`src/rtl/afifo_rd_port_if.sv`:
```
// rtl/afifo_rd_port_if.sv - output word stream of the async FIFO read-side consumer
interface afifo_rd_port_if #(
    parameter int DW = 8
);
    logic          m_valid;
    logic [DW-1:0] m_data;
    logic          m_ready;

    modport master (output m_valid, output m_data, input m_ready);
    modport slave  (input m_valid, input m_data, output m_ready);
endinterface

```
`src/rtl/afifo_rd_port.sv`:
```
// rtl/afifo_rd_port.sv - drains drain_len words from the async FIFO read port onto a valid/ready stream
// Optional stall statistic: define AFIFO_RD_STATS_EN.
module afifo_rd_port #(
    parameter int DW   = 8,
    parameter int CNTW = 16
) (
    input  logic            rdclk,
    input  logic            arst,
    input  logic            start,
    input  logic [CNTW-1:0] drain_len,
    input  logic            fifo_empty,
    output logic            fifo_rd_en,
    input  logic [DW-1:0]   fifo_rdata,
    afifo_rd_port_if.master m,
    output logic            busy,
    output logic            done,
    output logic [CNTW-1:0] word_cnt,
    output logic [CNTW-1:0] stall_cnt
);
    typedef enum logic {IDLE, RUN} state_t;

    state_t          state;
    logic [CNTW-1:0] remaining;
    logic [1:0]      occ;
    logic            inflight;
    logic [DW-1:0]   head;
    logic [DW-1:0]   tail;
    logic [1:0]      level;
    logic            hs;
    logic            last_hs;

    // The word arriving from the FIFO counts as held: it is offered straight
    // through when the buffer is empty, which gives the 2-cycle start latency.
    assign level      = occ + {1'b0, inflight};
    assign fifo_rd_en = (state == RUN) && !fifo_empty && (remaining != '0) && (level < 2'd2);
    assign m.m_valid  = (level != 2'd0);
    assign m.m_data   = ((occ == 2'd0) && inflight) ? fifo_rdata : head;
    assign hs         = m.m_valid && m.m_ready;
    assign last_hs    = (state == RUN) && hs && (remaining == '0) && (level == 2'd1);

    always_ff @(posedge rdclk or posedge arst) begin
        if (arst) begin
            state     <= IDLE;
            remaining <= '0;
            occ       <= 2'd0;
            inflight  <= 1'b0;
            head      <= '0;
            tail      <= '0;
            busy      <= 1'b0;
            done      <= 1'b0;
            word_cnt  <= '0;
        end else begin
            done     <= 1'b0;
            inflight <= fifo_rd_en;
            if (fifo_rd_en)
                remaining <= remaining - CNTW'(1);
            if (hs)
                word_cnt <= word_cnt + CNTW'(1);

            case (occ)
                2'd0: begin
                    if (inflight && !hs) begin
                        head <= fifo_rdata;
                        occ  <= 2'd1;
                    end
                end
                2'd1: begin
                    if (inflight && hs) begin
                        head <= fifo_rdata;
                    end else if (inflight) begin
                        tail <= fifo_rdata;
                        occ  <= 2'd2;
                    end else if (hs) begin
                        occ <= 2'd0;
                    end
                end
                default: begin
                    // The credit rule keeps inflight low whenever both entries are full.
                    if (hs) begin
                        head <= tail;
                        occ  <= 2'd1;
                    end
                end
            endcase

            case (state)
                IDLE: begin
                    if (start) begin
                        remaining <= drain_len;
                        word_cnt  <= '0;
                        if (drain_len != '0) begin
                            state <= RUN;
                            busy  <= 1'b1;
                        end else begin
                            done <= 1'b1;
                        end
                    end
                end
                RUN: begin
                    if (last_hs) begin
                        state <= IDLE;
                        busy  <= 1'b0;
                        done  <= 1'b1;
                    end
                end
                default: state <= IDLE;
            endcase
        end
    end

`ifdef AFIFO_RD_STATS_EN
    always_ff @(posedge rdclk or posedge arst) begin
        if (arst) begin
            stall_cnt <= '0;
        end else if ((state == IDLE) && start) begin
            stall_cnt <= '0;
        end else if ((state == RUN) && ((m.m_valid && !m.m_ready) || (fifo_empty && (remaining != '0)))
                     && (stall_cnt != '1)) begin
            stall_cnt <= stall_cnt + CNTW'(1);
        end
    end
`else
    assign stall_cnt = '0;
`endif
endmodule
```
`src/flat_wrapper.sv`:
```
// flat-port wrapper written by rule: the top's interface ports become plain ports
module afifo_rd_port_flat 
#(
    parameter int DW   = 8,
    parameter int CNTW = 16
)
  (rdclk, arst, start, drain_len, fifo_empty, fifo_rd_en, fifo_rdata, busy, done, word_cnt, stall_cnt, m_m_valid, m_m_data, m_m_ready);
  afifo_rd_port_if #(.DW(DW)) m_i ();
  input  logic rdclk;
  input  logic arst;
  input  logic start;
  input  logic [CNTW-1:0] drain_len;
  input  logic fifo_empty;
  output logic fifo_rd_en;
  input  logic [DW-1:0] fifo_rdata;
  output logic busy;
  output logic done;
  output logic [CNTW-1:0] word_cnt;
  output logic [CNTW-1:0] stall_cnt;
  output wire logic [$bits(m_i.m_valid)-1:0] m_m_valid;
  output wire logic [$bits(m_i.m_data)-1:0] m_m_data;
  input wire logic [$bits(m_i.m_ready)-1:0] m_m_ready;
  assign m_m_valid = m_i.m_valid;
  assign m_m_data = m_i.m_data;
  assign m_i.m_ready = m_m_ready;
  afifo_rd_port #(.DW(DW), .CNTW(CNTW)) u_core (.rdclk(rdclk), .arst(arst), .start(start), .drain_len(drain_len), .fifo_empty(fifo_empty), .fifo_rd_en(fifo_rd_en), .fifo_rdata(fifo_rdata), .m(m_i), .busy(busy), .done(done), .word_cnt(word_cnt), .stall_cnt(stall_cnt));
endmodule
```
`config.mk`:
```
export PLATFORM = sky130hd
export DESIGN_NAME = afifo_rd_port_flat
export DESIGN_NICKNAME = d
export VERILOG_FILES = /design/src/rtl/afifo_rd_port_if.sv /design/src/rtl/afifo_rd_port.sv /design/src/flat_wrapper.sv
export SDC_FILE = /design/constraint.sdc
export NUM_CORES = 1
export LEC_CHECK = 0
export CORE_MARGIN = 2
export CORE_UTILIZATION = 45
export CTS_BUF_LIST = sky130_fd_sc_hd__clkbuf_16
export DETAILED_ROUTE_END_ITERATION = 8
export PLACE_DENSITY = 0.77
export SLEW_MARGIN = 15
export SYNTH_ARGS = -nofsm -noshare
export SYNTH_HDL_FRONTEND = slang
export SYNTH_SLANG_ARGS = --single-unit
```
`constraint.sdc`:
```
create_clock -name rdclk -period 2.6 [get_ports rdclk]
set_input_delay 0.52 -clock rdclk [delete_from_list [all_inputs] [get_ports rdclk]]
set_output_delay 0.52 -clock rdclk [all_outputs]
set_load 0.02 [all_outputs]
```
Fig. 1: placed cells, one colour a class
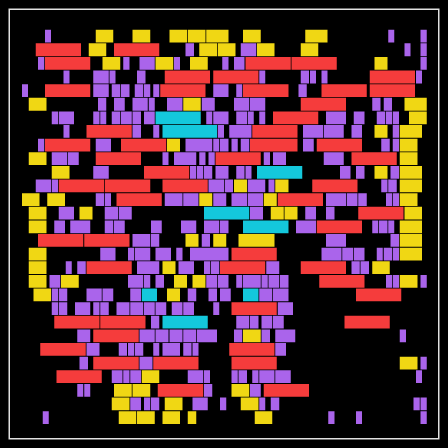
[flops] red | cells: 54
[other buffers and delay cells] yellow | cells: 74
[combinational and other logic] purple | cells: 255
[clock drivers and dummy loads] cyan | cells: 8
Seq area share: 34.87%
final cell utilization of the core: 60.74%

==> impl_summary.log <==
[flow] summary of implementation run
INFO  metric cts-root-to-sink-buffers = 2
INFO  metric std_cell_rows = 29
INFO  metric numSynthFlops = 54
INFO  metric max_clock_freq = 424.6 MHz
INFO  metric synthDominantCellAreaShare = between 40% and 50%
INFO  metric final_layout_size_suffix_gt1_share = 12.53%
INFO  metric vias = 2,523
INFO  metric synth.cellmix.adderShare = approximately 1.3%
INFO  metric dpl_worst_slack = 0.005855 ns
INFO  metric timing_worst_setup_path_type = flop to primary output
INFO  metric timing.critical_path.depth = 4
INFO  metric post_synth_inst_count = about 320
INFO  metric yosys.area_share.xor_xnor = about 8.2%
INFO  metric cap_viol_max_count = 0
INFO  metric ys.flop_type = sky130_fd_sc_hd__dfrtp_1
INFO  metric number_of_distinct_standard_cells_referenced_by_the_synthesized_netlist = 49
INFO  metric placement.cell_area = roughly 3700 um^2
INFO  metric slew_headroom = 62.64%
INFO  metric grt_first_pass_wirelength = 11,210 um
INFO  metric drt_iter0_markers = roughly 180
INFO  metric worstSetupStartpoint = u_core.remaining[6]
INFO  metric p_per_area = about 980 nW/um^2
INFO  metric worstPathCellList = or4_4, nor4_4, a21oi_1, clkbuf_2
INFO  metric yosysMostFrequentCell = sky130_fd_sc_hd__dfrtp_1
INFO  metric final_cell_count_no_fill = ~470
INFO  metric warnings = 26
INFO  metric run_status = finished, final reports clean
INFO  metric setup_viol = 0
INFO  metric timing.setup.tns = 0 ns
INFO  metric layout.nets = approximately 420
INFO  metric finalMaxSlewViolations = 0
INFO  metric synth.area.mux_share = between 4 and 5%
INFO  metric tapCellCount = slightly below 80
INFO  metric fin_worst_skew = ~0.0048 ns
Fig. 2: routing congestion
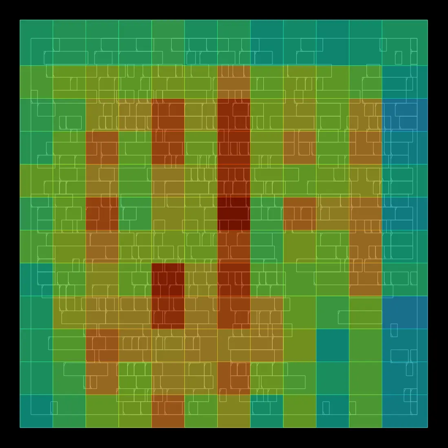
grt met1 use: 25.64%
Total GRT Usage: 19.02%
global-route track usage on met3: 2.918%
DR WL/cell: 14.12 um
global-route track usage on met2: 31.68%

## registers in the layout (all words and copies together) (netlist names)
name / flops
u_core.busy: 1
u_core.remaining: 16
u_core.word_cnt: 16
u_core.done: 1
u_core.head: 8
u_core.tail: 8
u_core.inflight: 1
u_core.state: 1
u_core.occ: 2
## logic make-up after synthesis
| logic type | count (synthesis) |
|---|---|
| other cells | 1 |
| buf+inv | 43 |
| simple gates | 115 |
| fa+ha+maj | 3 |
| flops | 54 |
| compound gates | 65 |
| mux | 12 |
| xor+xnor | 28 |
## power breakdown
part	internal [uW]	total (uW)	switching, uW
Combinational	795	1650	856
Sequential	1130	1380	250
Clock	460	767	308
Total	2380	3790	1410
No activity file was given, so power comes from the tool's default toggle rates.
